Figure 1. A small window of the routed layout (run 1).
Region (26, 8) to (66, 48) um. Cells in gray, sequential cells in the stronger gray; small squares are vias.
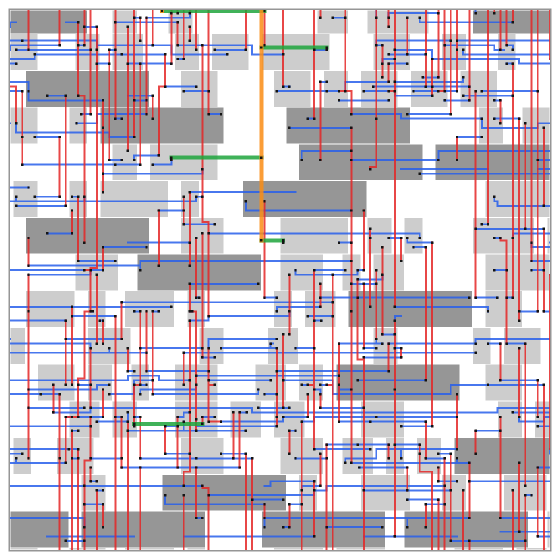
Figure 2. Metal 3 (run 1).
Scale bar: 20 um.
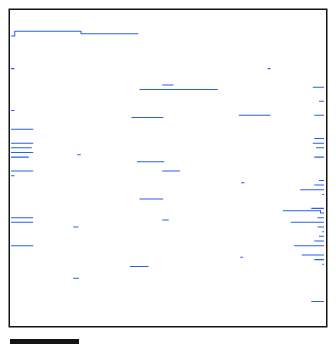
Figure 3. Wiring by layer (run 1).
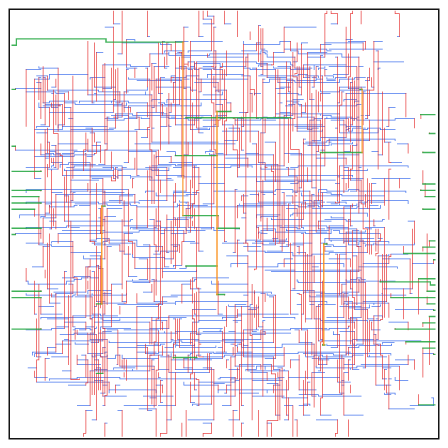
$ cat config.mk
export PLATFORM = sky130hd
export DESIGN_NAME = pipe_ctrl_flat
export DESIGN_NICKNAME = d
export VERILOG_FILES = /design/src/rtl/pipe_ctrl_if.sv /design/src/rtl/pipe_ctrl.sv /design/src/flat_wrapper.sv
export SDC_FILE = /design/constraint.sdc
export NUM_CORES = 1
export LEC_CHECK = 0
export CELL_PAD_IN_SITES_DETAIL_PLACEMENT = 1
export CELL_PAD_IN_SITES_GLOBAL_PLACEMENT = 1
export CORE_UTILIZATION = 38
export DETAILED_ROUTE_END_ITERATION = 10
export MAX_ROUTING_LAYER = met4
export PLACE_DENSITY_LB_ADDON = 0.2
export SLEW_MARGIN = 20
export SYNTH_ARGS = -nofsm -noshare
export SYNTH_HDL_FRONTEND = slang
export SYNTH_SLANG_ARGS = --single-unit
$ cat constraint.sdc
create_clock -name clk -period 2.4 [get_ports clk]
set_clock_uncertainty 0.15 [all_clocks]
set_input_delay 0.24 -clock clk [delete_from_list [all_inputs] [get_ports clk]]
set_output_delay 0.24 -clock clk [all_outputs]
set_load 0.01 [all_outputs]
$ cat src/rtl/pipe_ctrl_if.sv
// Stall/flush sources from the core and the stage-register controls returned to it.
// The controller takes the slave side; the pipeline datapath takes the master side.
interface pipe_ctrl_if;
    logic hazard_stall;
    logic imem_valid;
    logic dmem_req;
    logic dmem_ack;
    logic redirect;
    logic halt;
    logic resume;

    logic pc_en;
    logic if_id_en;
    logic id_ex_en;
    logic ex_mem_en;
    logic mem_wb_en;
    logic if_id_flush;
    logic id_ex_bubble;
    logic mem_wb_bubble;
    logic halted;

    modport master (
        output hazard_stall, imem_valid, dmem_req, dmem_ack, redirect, halt, resume,
        input  pc_en, if_id_en, id_ex_en, ex_mem_en, mem_wb_en,
        input  if_id_flush, id_ex_bubble, mem_wb_bubble, halted
    );

    modport slave (
        input  hazard_stall, imem_valid, dmem_req, dmem_ack, redirect, halt, resume,
        output pc_en, if_id_en, id_ex_en, ex_mem_en, mem_wb_en,
        output if_id_flush, id_ex_bubble, mem_wb_bubble, halted
    );
endinterface

$ cat src/rtl/pipe_ctrl.sv
// Pipeline sequencing controller: merges stall/flush sources into prioritized stage
// enables and bubble controls, with saturating stall and redirect performance counters.
//
// state     | meaning
// ----------+-------------------------------------------------------------
// RUN       | normal issue; hazard / fetch-wait rules apply
// DMEM_WAIT | MEM-stage access outstanding, upstream stages frozen
// REDIRECT  | cycle after an accepted redirect; stale fetch word flushed
// HALT      | debug halt after ebreak retired; everything frozen
module pipe_ctrl #(
    parameter int STALL_CNT_W = 32,
    parameter int REDIR_CNT_W = 16
) (
    input  logic                   clk,
    input  logic                   rst_n,
    pipe_ctrl_if.slave             bus,
    input  logic                   cnt_clr,
    output logic [STALL_CNT_W-1:0] stall_cnt,
    output logic [REDIR_CNT_W-1:0] redir_cnt
);

    typedef enum logic [1:0] {
        RUN       = 2'd0,
        DMEM_WAIT = 2'd1,
        REDIRECT  = 2'd2,
        HALT      = 2'd3
    } state_t;

    localparam logic [STALL_CNT_W-1:0] STALL_INC = {{(STALL_CNT_W-1){1'b0}}, 1'b1};
    localparam logic [REDIR_CNT_W-1:0] REDIR_INC = {{(REDIR_CNT_W-1){1'b0}}, 1'b1};

    state_t state;
    state_t state_nxt;
    logic   halt_pend;
    logic   halt_pend_nxt;
    logic   dstall;
    logic   redir_take;

    logic pc_en;
    logic if_id_en;
    logic id_ex_en;
    logic ex_mem_en;
    logic mem_wb_en;
    logic if_id_flush;
    logic id_ex_bubble;
    logic mem_wb_bubble;
    logic halted;

    assign dstall = (state != HALT) && bus.dmem_req && !bus.dmem_ack;

    always_comb begin
        pc_en         = 1'b1;
        if_id_en      = 1'b1;
        id_ex_en      = 1'b1;
        ex_mem_en     = 1'b1;
        mem_wb_en     = 1'b1;
        if_id_flush   = 1'b0;
        id_ex_bubble  = 1'b0;
        mem_wb_bubble = 1'b0;
        halted        = 1'b0;
        redir_take    = 1'b0;
        state_nxt     = RUN;
        halt_pend_nxt = halt_pend;

        if (state == HALT) begin
            pc_en     = 1'b0;
            if_id_en  = 1'b0;
            id_ex_en  = 1'b0;
            ex_mem_en = 1'b0;
            mem_wb_en = 1'b0;
            halted    = 1'b1;
            state_nxt = bus.resume ? RUN : HALT;
        end else if (dstall) begin
            // Frozen stages hold redirect/hazard and re-present them after the ack.
            pc_en         = 1'b0;
            if_id_en      = 1'b0;
            id_ex_en      = 1'b0;
            ex_mem_en     = 1'b0;
            mem_wb_bubble = 1'b1;
            state_nxt     = DMEM_WAIT;
        end else if (bus.redirect && (state == RUN || state == DMEM_WAIT)) begin
            if_id_flush  = 1'b1;
            id_ex_bubble = 1'b1;
            redir_take   = 1'b1;
            state_nxt    = REDIRECT;
        end else if (state == REDIRECT) begin
            if_id_flush = 1'b1;
        end else if (bus.hazard_stall) begin
            pc_en        = 1'b0;
            if_id_en     = 1'b0;
            id_ex_bubble = 1'b1;
        end else if (!bus.imem_valid) begin
            pc_en       = 1'b0;
            if_id_flush = 1'b1;
        end

        // Halt waits out any data-memory stall so the retiring access completes first.
        if (state != HALT) begin
            if (dstall) begin
                if (bus.halt) begin
                    halt_pend_nxt = 1'b1;
                end
            end else if (bus.halt || halt_pend) begin
                state_nxt     = HALT;
                halt_pend_nxt = 1'b0;
            end
        end

        if (!rst_n) begin
            pc_en         = 1'b0;
            if_id_en      = 1'b0;
            id_ex_en      = 1'b0;
            ex_mem_en     = 1'b0;
            mem_wb_en     = 1'b0;
            if_id_flush   = 1'b1;
            id_ex_bubble  = 1'b1;
            mem_wb_bubble = 1'b1;
            halted        = 1'b0;
        end
    end

    always_ff @(posedge clk or negedge rst_n) begin
        if (!rst_n) begin
            state     <= RUN;
            halt_pend <= 1'b0;
            stall_cnt <= '0;
            redir_cnt <= '0;
        end else begin
            state     <= state_nxt;
            halt_pend <= halt_pend_nxt;
            if (cnt_clr) begin
                stall_cnt <= '0;
                redir_cnt <= '0;
            end else begin
                if (state != HALT && !pc_en && stall_cnt != '1) begin
                    stall_cnt <= stall_cnt + STALL_INC;
                end
                if (redir_take && redir_cnt != '1) begin
                    redir_cnt <= redir_cnt + REDIR_INC;
                end
            end
        end
    end

    assign bus.pc_en         = pc_en;
    assign bus.if_id_en      = if_id_en;
    assign bus.id_ex_en      = id_ex_en;
    assign bus.ex_mem_en     = ex_mem_en;
    assign bus.mem_wb_en     = mem_wb_en;
    assign bus.if_id_flush   = if_id_flush;
    assign bus.id_ex_bubble  = id_ex_bubble;
    assign bus.mem_wb_bubble = mem_wb_bubble;
    assign bus.halted        = halted;

endmodule

$ cat src/flat_wrapper.sv
// flat-port wrapper written by rule: the top's interface ports become plain ports
module pipe_ctrl_flat 
#(
    parameter int STALL_CNT_W = 32,
    parameter int REDIR_CNT_W = 16
)
  (clk, rst_n, cnt_clr, stall_cnt, redir_cnt, bus_hazard_stall, bus_imem_valid, bus_dmem_req, bus_dmem_ack, bus_redirect, bus_halt, bus_resume, bus_pc_en, bus_if_id_en, bus_id_ex_en, bus_ex_mem_en, bus_mem_wb_en, bus_if_id_flush, bus_id_ex_bubble, bus_mem_wb_bubble, bus_halted);
  pipe_ctrl_if bus_i ();
  input  logic clk;
  input  logic rst_n;
  input  logic cnt_clr;
  output logic [STALL_CNT_W-1:0] stall_cnt;
  output logic [REDIR_CNT_W-1:0] redir_cnt;
  input wire logic [$bits(bus_i.hazard_stall)-1:0] bus_hazard_stall;
  input wire logic [$bits(bus_i.imem_valid)-1:0] bus_imem_valid;
  input wire logic [$bits(bus_i.dmem_req)-1:0] bus_dmem_req;
  input wire logic [$bits(bus_i.dmem_ack)-1:0] bus_dmem_ack;
  input wire logic [$bits(bus_i.redirect)-1:0] bus_redirect;
  input wire logic [$bits(bus_i.halt)-1:0] bus_halt;
  input wire logic [$bits(bus_i.resume)-1:0] bus_resume;
  output wire logic [$bits(bus_i.pc_en)-1:0] bus_pc_en;
  output wire logic [$bits(bus_i.if_id_en)-1:0] bus_if_id_en;
  output wire logic [$bits(bus_i.id_ex_en)-1:0] bus_id_ex_en;
  output wire logic [$bits(bus_i.ex_mem_en)-1:0] bus_ex_mem_en;
  output wire logic [$bits(bus_i.mem_wb_en)-1:0] bus_mem_wb_en;
  output wire logic [$bits(bus_i.if_id_flush)-1:0] bus_if_id_flush;
  output wire logic [$bits(bus_i.id_ex_bubble)-1:0] bus_id_ex_bubble;
  output wire logic [$bits(bus_i.mem_wb_bubble)-1:0] bus_mem_wb_bubble;
  output wire logic [$bits(bus_i.halted)-1:0] bus_halted;
  assign bus_i.hazard_stall = bus_hazard_stall;
  assign bus_i.imem_valid = bus_imem_valid;
  assign bus_i.dmem_req = bus_dmem_req;
  assign bus_i.dmem_ack = bus_dmem_ack;
  assign bus_i.redirect = bus_redirect;
  assign bus_i.halt = bus_halt;
  assign bus_i.resume = bus_resume;
  assign bus_pc_en = bus_i.pc_en;
  assign bus_if_id_en = bus_i.if_id_en;
  assign bus_id_ex_en = bus_i.id_ex_en;
  assign bus_ex_mem_en = bus_i.ex_mem_en;
  assign bus_mem_wb_en = bus_i.mem_wb_en;
  assign bus_if_id_flush = bus_i.if_id_flush;
  assign bus_id_ex_bubble = bus_i.id_ex_bubble;
  assign bus_mem_wb_bubble = bus_i.mem_wb_bubble;
  assign bus_halted = bus_i.halted;
  pipe_ctrl #(.STALL_CNT_W(STALL_CNT_W), .REDIR_CNT_W(REDIR_CNT_W)) u_core (.clk(clk), .rst_n(rst_n), .bus(bus_i), .cnt_clr(cnt_clr), .stall_cnt(stall_cnt), .redir_cnt(redir_cnt));
endmodule
==> highlights.md, run 1 <==
### Run status
- status: finished clean

### Global routing
- wire length of the first global-routing pass: 15.4 mm
- M2 GR Usage: 0.389
- pin count of the biggest net entering global routing: 33

### Finish
- Post-Route Utilization: 0.535
- Signal inverters: 10
- layout overhead on the synthesized area: 35.0%
- total area of multi-input combinational cells: 1670 um^2
- diode insertion count for antenna repair: 0
- top library cells by usage in the layout, fill and taps aside: clkdlybuf4s50_1, dfrtp_1, buf_4
- Clock buffer cells: 7
- top logic cell by instance count in the layout: clkdlybuf4s50_1
- share of cells above drive strength 1: 0.150
- NumNets Final: 444

### Setup path
- critical path's top delay family: buffers and inverters
- worst endpoint required time: 2.01 ns
- r2r endpoint: u_core.stall_cnt[6]
- Critical R2R Launch: u_core.stall_cnt[0]
- Setup crit end: bus_pc_en
- Max FO, Critical Path: 8
- Data arrival, critical path: 1.93 ns
- number of buffers and inverters on the critical path: 2

### Power
- flip-flop and latch power: 0.000932 W
- Sw Pwr: 0.000676 W
- Clock group: 0.000565 W
- power drawn by the combinational cells: 0.000637 W
- total power: 0.00213 W
- Reg power frac: 0.437
- combinational fraction of design power: 0.299
- cell area power density: 511 nW/um^2
- switch share: 0.317

### Logic synthesis
- Seq share, synth: 0.412
- number of enable-type register cells in the synthesized netlist: 0
- cells in synth_stat.txt: 343
- combined area of all synthesized cells: 3100 um^2
- area share of and-or/or-and cells after synthesis: 0.165
- cell count after synthesis: 343
- number of storage elements in the synthesis netlist: 51
- proportion of register bits with asynchronous set or reset after synthesis: 1.00
- chip area in the Yosys report: 3100 um^2
- post-synthesis simple-gate area fraction: 0.304
- post-synth top area share: 0.412
- XOR/XNOR Fraction of Synth Area: 0.0311
- Mapped Nets: 355

### Floorplan
- area of the core: 7810 um^2
- IO Pins: 67
- chip width: 92.3 um
- std cell rows: 32
- starting utilization of the core area: 0.396
- Chip Height: 92.3 um

### Routing
- vias per std cell: 5.72
- routed length on met3: 249 um
- WL met2: 4.61 mm

### STA
- setup tns final: 0 ns
- unrepaired setup endpoints after global routing: true
- smallest setup slack after layout: 0.0808 ns
- final-report setup violation count: 0

### Clocking
- number of cells upsized or downsized after cts: 0
- clock tree from TritonCTS: yes
- clock sink count: 51
- CTS root buf: clkbuf_8
- H-Tree Depth: 2

### Placement
- worst setup timing slack at the placement stage: -0.137 ns
- gp weighted congestion: 0.771
- placed insts: 523
- placed cell area: 4010 um^2
- placed wire-length estimate after detailed placement: 6.53 mm

### Flow run
- tool warning count: 27
- number of maximum-capacitance violations: 0

About Figure 1:
| layer | color |
|---|---|
| met4 | orange |
| met1 | blue |
| met3 | green |
| met2 | red |
most frequent: dfrtp_1 (17), a21oi_1 (9), nor2_1 (7)
netlist names of flops here include: `u_core.redir_cnt` (10), `u_core.stall_cnt` (6)
sequential cells in the window: 17
cells with their middle in the window: 96

About Figure 2:
nets with wire on the layer: 44
main direction: horizontal
longest straight run: 22.5 um
wire length on this layer: 249 um
vias post-DR: 3,060
fraction of met3 tracks used by global routing: 0.0307
routed wire length: 9.17 mm

About Figure 3:
| layer | color | wire length |
|---|---|---|
| met3 | green | 249 um |
| met2 | red | 4,610 um |
| met4 | orange | 133 um |
| met1 | blue | 4,180 um |
All-Layer GR Usage: 0.232
average routed wire per standard cell: 17.1 um

Figure 4. Clock network drawn from the DEF (run 1).
Scale bar: 20 um.
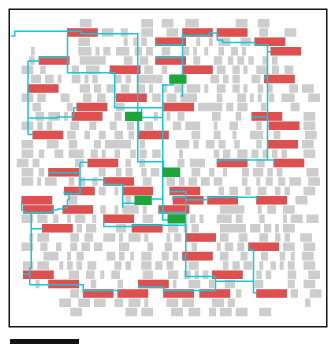

--- run 2 (diff from run 1) ---
CELL_PAD_IN_SITES_DETAIL_PLACEMENT = unset   (was 1)
CELL_PAD_IN_SITES_GLOBAL_PLACEMENT = unset   (was 1)
CORE_UTILIZATION = 51   (was 38)
Figure 5. Clock network drawn from the DEF (run 2).
Scale bar: 20 um.
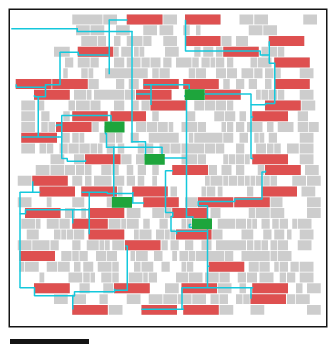
[clock wires] cyan | length: 621 um
[flip-flops] red | count: 51
[cells driving clock nets] green | count: 5
routed clock nets: 6

Figure 6. A small window of the routed layout (run 2).
Region (20, 4) to (60, 44) um. Cells in gray, sequential cells in the stronger gray; small squares are vias.
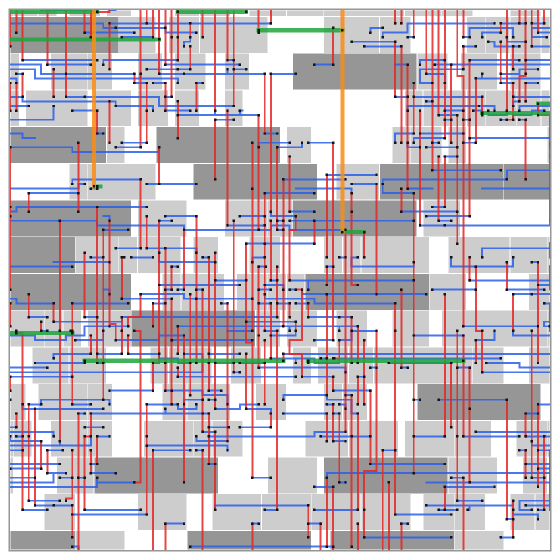
| layer | color |
|---|---|
| met4 | orange |
| met3 | green |
| met2 | red |
| met1 | blue |
cells with their middle in the window: 125
most frequent: dfrtp_1 (18), nor2_1 (12), clkdlybuf4s50_1 (12)
netlist names of flops here include: `u_core.redir_cnt` (12), `u_core.stall_cnt` (5)
sequential cells in the window: 18

==> run 2 against run 1 <==
  * Die size shrank 25%
  * Register-to-register slack gained 0.06 ns
  * First-iteration DRC count is 81% higher
  * Clock-buffer cell count down 1
  * Synthesized area unchanged
  * Via count down 2.6%
  * Total power shrank 0.37%
  * Final cell count decreased by 6.9%
  * Fmax grew 1.4%
  * Synthesized cell count stayed put
  * Utilization is 16 points higher
  * Sequential share of layout area grew 0.68 points
  * Largest power group unchanged
  * Highest routed layer unchanged
==> highlights.md, run 2 <==
### Run status
- status: finished clean

### Placement
- worst setup timing slack at the placement stage: -0.0246 ns
- gp weighted congestion: 0.841
- placed insts: 487
- placed cell area: 3910 um^2
- placed wire-length estimate after detailed placement: 5.41 mm

### Logic synthesis
- proportion of register bits with asynchronous set or reset after synthesis: 1.00
- XOR/XNOR Fraction of Synth Area: 0.0311
- cell count after synthesis: 343
- total of warnings raised by yosys: 0
- Mapped Nets: 355
- area share of and-or/or-and cells after synthesis: 0.165
- post-synthesis simple-gate area fraction: 0.304
- Seq share, synth: 0.412
- post-synth top area share: 0.412
- cell type with the highest aggregate area in the netlist: dfrtp_1
- number of enable-type register cells in the synthesized netlist: 0
- chip area in the Yosys report: 3100 um^2
- cells in synth_stat.txt: 343

### Floorplan
- starting utilization of the core area: 0.526
- chip width: 79.9 um
- std cell rows: 28
- IO Pins: 67
- Chip Height: 79.9 um

### Finish
- Clock buffer cells: 6
- diode insertion count for antenna repair: 0
- NumNets Final: 435
- top library cells by usage in the layout, fill and taps aside: clkdlybuf4s50_1, dfrtp_1, a21oi_1
- Post-Route Utilization: 0.695
- layout overhead on the synthesized area: 32.1%
- buffer share of cell area: 0.223
- total area of multi-input combinational cells: 1670 um^2
- share of cells above drive strength 1: 0.123

### Setup path
- Critical R2R Launch: u_core.stall_cnt[30]
- critical path's top delay family: buffers and inverters
- worst endpoint required time: 2.01 ns
- Critical Path, Cell by Cell: clkdlybuf4s50_1 -> nand2b_1 -> buf_4 -> nand3_1 -> a21oi_1 -> clkdlybuf4s50_1
- Max FO, Critical Path: 6
- number of buffers and inverters on the critical path: 3
- Setup crit end: bus_pc_en
- r2r endpoint: u_core.stall_cnt[27]

### Power
- cell area power density: 520 nW/um^2
- Clock group: 0.000582 W
- Reg power frac: 0.438
- combinational fraction of design power: 0.288
- switch share: 0.297
- Sw Pwr: 0.000632 W

### Clocking
- number of cells upsized or downsized after cts: 0
- clock transition at the registers of the reported paths: 0.09 ns
- clock tree from TritonCTS: yes
- H-Tree Depth: 2
- clock sink count: 51

### Routing
- vias per std cell: 5.98
- routed length on met3: 322 um
- WL met2: 3.69 mm

### STA
- setup tns final: 0 ns
- unrepaired setup endpoints after global routing: false
- smallest setup slack after layout: 0.113 ns
- final-report setup violation count: 0

### Global routing
- pin count of the biggest net entering global routing: 43
- M2 GR Usage: 0.405

### Flow run
- tool warning count: 26

Figure 7. Metal 3 (run 2).
Scale bar: 20 um.
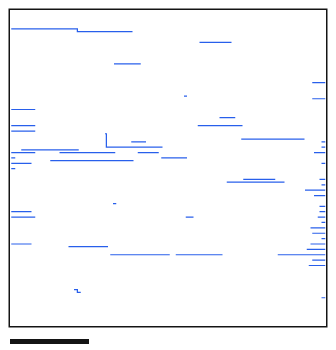
fraction of met3 tracks used by global routing: 0.0297
vias post-DR: 2,980
routed wire length: 7.57 mm

Figure 8. Placed standard cells (run 2).
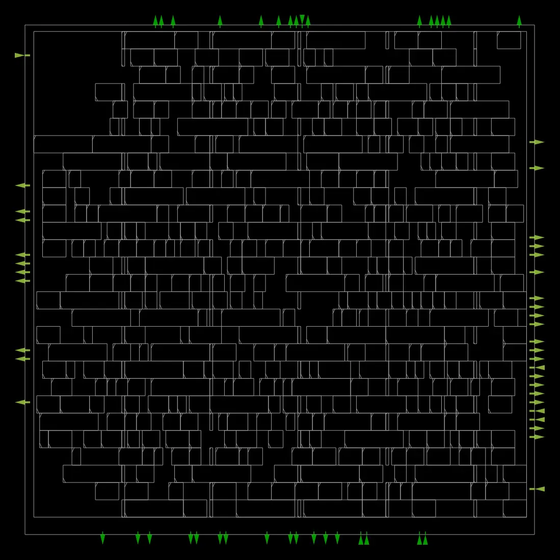

--- run 3 (diff from run 2) ---
CORE_UTILIZATION = 45   (was 51)
Figure 9. Placed standard cells (run 3).
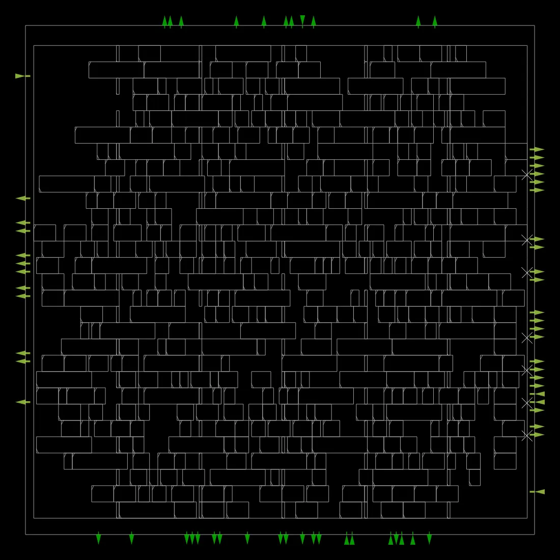
Filler cells: 592
area of the core: 6490 um^2

Figure 10. Metal 3 (run 3).
Scale bar: 20 um.
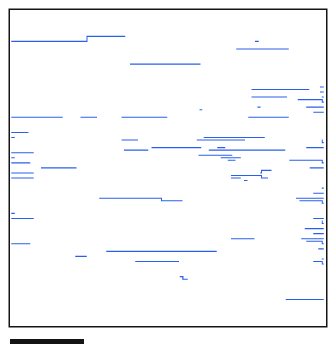
wire length on this layer: 447 um
nets with wire on the layer: 58
main direction: horizontal
share of all routed wire: 5.8%
longest straight run: 29.4 um
vias post-DR: 3,050
fraction of met3 tracks used by global routing: 0.0379
routed wire length: 7.72 mm

==> run 3 against run 2 <==
  * The run now ends with design-rule violations left
  * Utilization is 6.3 points lower
  * Setup slack gained 0.045 ns
  * Non-clock buffer count increased by 9
  * Total power decreased by 2.5%
  * Die size up 13%
  * Clock-buffer cell count is the same
  * Critical path depth is the same
  * Largest power group unchanged
  * Highest routed layer unchanged
==> highlights.md, run 3 <==
### Logic synthesis
- Mapped Nets: 355
- number of storage elements in the synthesis netlist: 51
- XOR/XNOR Fraction of Synth Area: 0.0311
- combined area of all synthesized cells: 3100 um^2
- Synth Area per Inst: 9.02 um^2
- cell type with the highest aggregate area in the netlist: dfrtp_1
- Synth Flop Type: dfrtp_1
- area share of and-or/or-and cells after synthesis: 0.165
- cell with the most instances after synthesis: dfrtp_1
- cell count after synthesis: 343
- proportion of register bits with asynchronous set or reset after synthesis: 1.00
- post-synthesis simple-gate area fraction: 0.304
- post-synth top area share: 0.412
- cells in synth_stat.txt: 343
- chip area in the Yosys report: 3100 um^2
- total of warnings raised by yosys: 0
- Adder-Cell Fraction of Synth Area: 0.00808
- most used standard cells in the synthesized netlist: dfrtp_1, a21oi_1, nor2_1
- Seq share, synth: 0.412
- number of enable-type register cells in the synthesized netlist: 0

### Global routing
- antenna violations before repair: 0
- pin count of the biggest net entering global routing: 43
- All-Layer GR Usage: 0.233
- met1 track demand over resource in global routing: 0.307
- wire length of the first global-routing pass: 13.3 mm
- M2 GR Usage: 0.370

### Power
- switch share: 0.317
- Cell Int Power: 0.00142 W
- total power: 0.00207 W
- Clock group: 0.000499 W
- cell area power density: 506 nW/um^2
- combinational fraction of design power: 0.310
- Reg power frac: 0.449
- Sw Pwr: 0.000657 W
- power drawn by the combinational cells: 0.000642 W
- Top power group: registers
- flip-flop and latch power: 0.000932 W
- Clk pwr share: 0.241

### STA
- unrepaired setup endpoints after global routing: false
- final-report setup violation count: 0
- worst-margin pin slew: 0.584 ns
- smallest setup slack after layout: 0.159 ns
- Final Cycle Share: 0.934
- setup tns final: 0 ns

### Floorplan
- chip width: 84.9 um
- starting utilization of the core area: 0.477
- Taps Inserted: 77
- IO Pins: 67
- Chip Height: 84.9 um
- std cell rows: 29

### Finish
- total area of multi-input combinational cells: 1670 um^2
- Signal inverters: 10
- Post-Route Utilization: 0.631
- NumNets Final: 444
- Clock buffer cells: 6
- register bank with the most flops: u_core.stall_cnt
- top library cells by usage in the layout, fill and taps aside: clkdlybuf4s50_1, dfrtp_1, buf_4
- share of cells above drive strength 1: 0.150
- max reg flops: 32
- largest registers ranked by flip-flop count: u_core.stall_cnt (32), u_core.redir_cnt (16), u_core.state (2)
- diode insertion count for antenna repair: 0
- Seq area share: 0.311
- buffer share of cell area: 0.229
- cell area after layout: 4100 um^2
- top logic cell by instance count in the layout: clkdlybuf4s50_1
- layout overhead on the synthesized area: 32.5%

### Setup path
- worst endpoint required time: 2.01 ns
- Data arrival, critical path: 1.85 ns
- Critical R2R Launch: u_core.stall_cnt[10]
- library cell contributing the largest single delay on the critical path: clkdlybuf4s50_1
- path type of the worst setup path: in2out
- number of buffers and inverters on the critical path: 3
- register-to-register setup slack: 0.16 ns
- Critical Path, Cell by Cell: clkdlybuf4s50_1 -> buf_4 -> nor2b_1 -> a21oi_1 -> a21oi_1 -> clkdlybuf4s50_1
- maximum cell stage delay along the critical path: 0.55 ns
- path depth of the worst reg2reg path: 6
- r2r endpoint: u_core.stall_cnt[27]
- Setup crit end: bus_pc_en
- nature of the critical path startpoint: input pin
- critical path's top delay family: buffers and inverters
- Max FO, Critical Path: 4

### Flow run
- number of maximum-capacitance violations: 0
- tool warning count: 26

### Run status
- status: complete, but fails checks
- violated checks: design-rule violations

### Routing
- vias per std cell: 5.98
- WL met2: 3.71 mm
- routed length on met3: 446 um
- violation tally from detailed-route iteration zero: 151
- wl on met1: 3.48 mm
- average routed wire per standard cell: 15.1 um
- total DRC errors in the routed layout: 7

### Placement
- placed wire-length estimate after detailed placement: 5.57 mm
- placed insts: 501
- gp weighted congestion: 0.887
- worst setup timing slack at the placement stage: -0.100 ns
- placed cell area: 3990 um^2
- buffers added on ports: 66

### Clocking
- number of cells upsized or downsized after cts: 0
- H-Tree Depth: 2
- clock transition at the registers of the reported paths: 0.09 ns
- clock tree from TritonCTS: yes
- clock sink count: 51
- CTS root buf: clkbuf_8
- CTS buffer count: 5
- insertion delay at the late pin of the worst-skew pair: 0.31 ns

### Worst hold path
- Hold Crit Class: in2async

Figure 11. Wiring by layer (run 3).
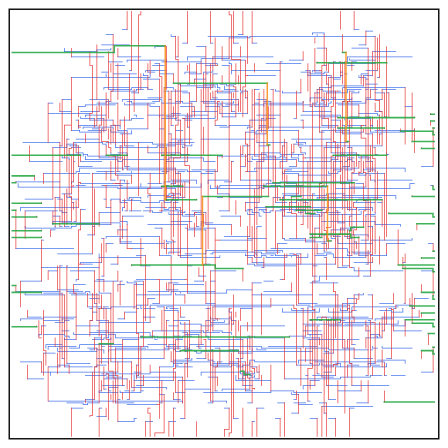
| layer | color | wire length |
|---|---|---|
| met3 | green | 447 um |
| met4 | orange | 85.0 um |
| met2 | red | 3,710 um |
| met1 | blue | 3,480 um |

Power is estimated from default activity; no workload was simulated.
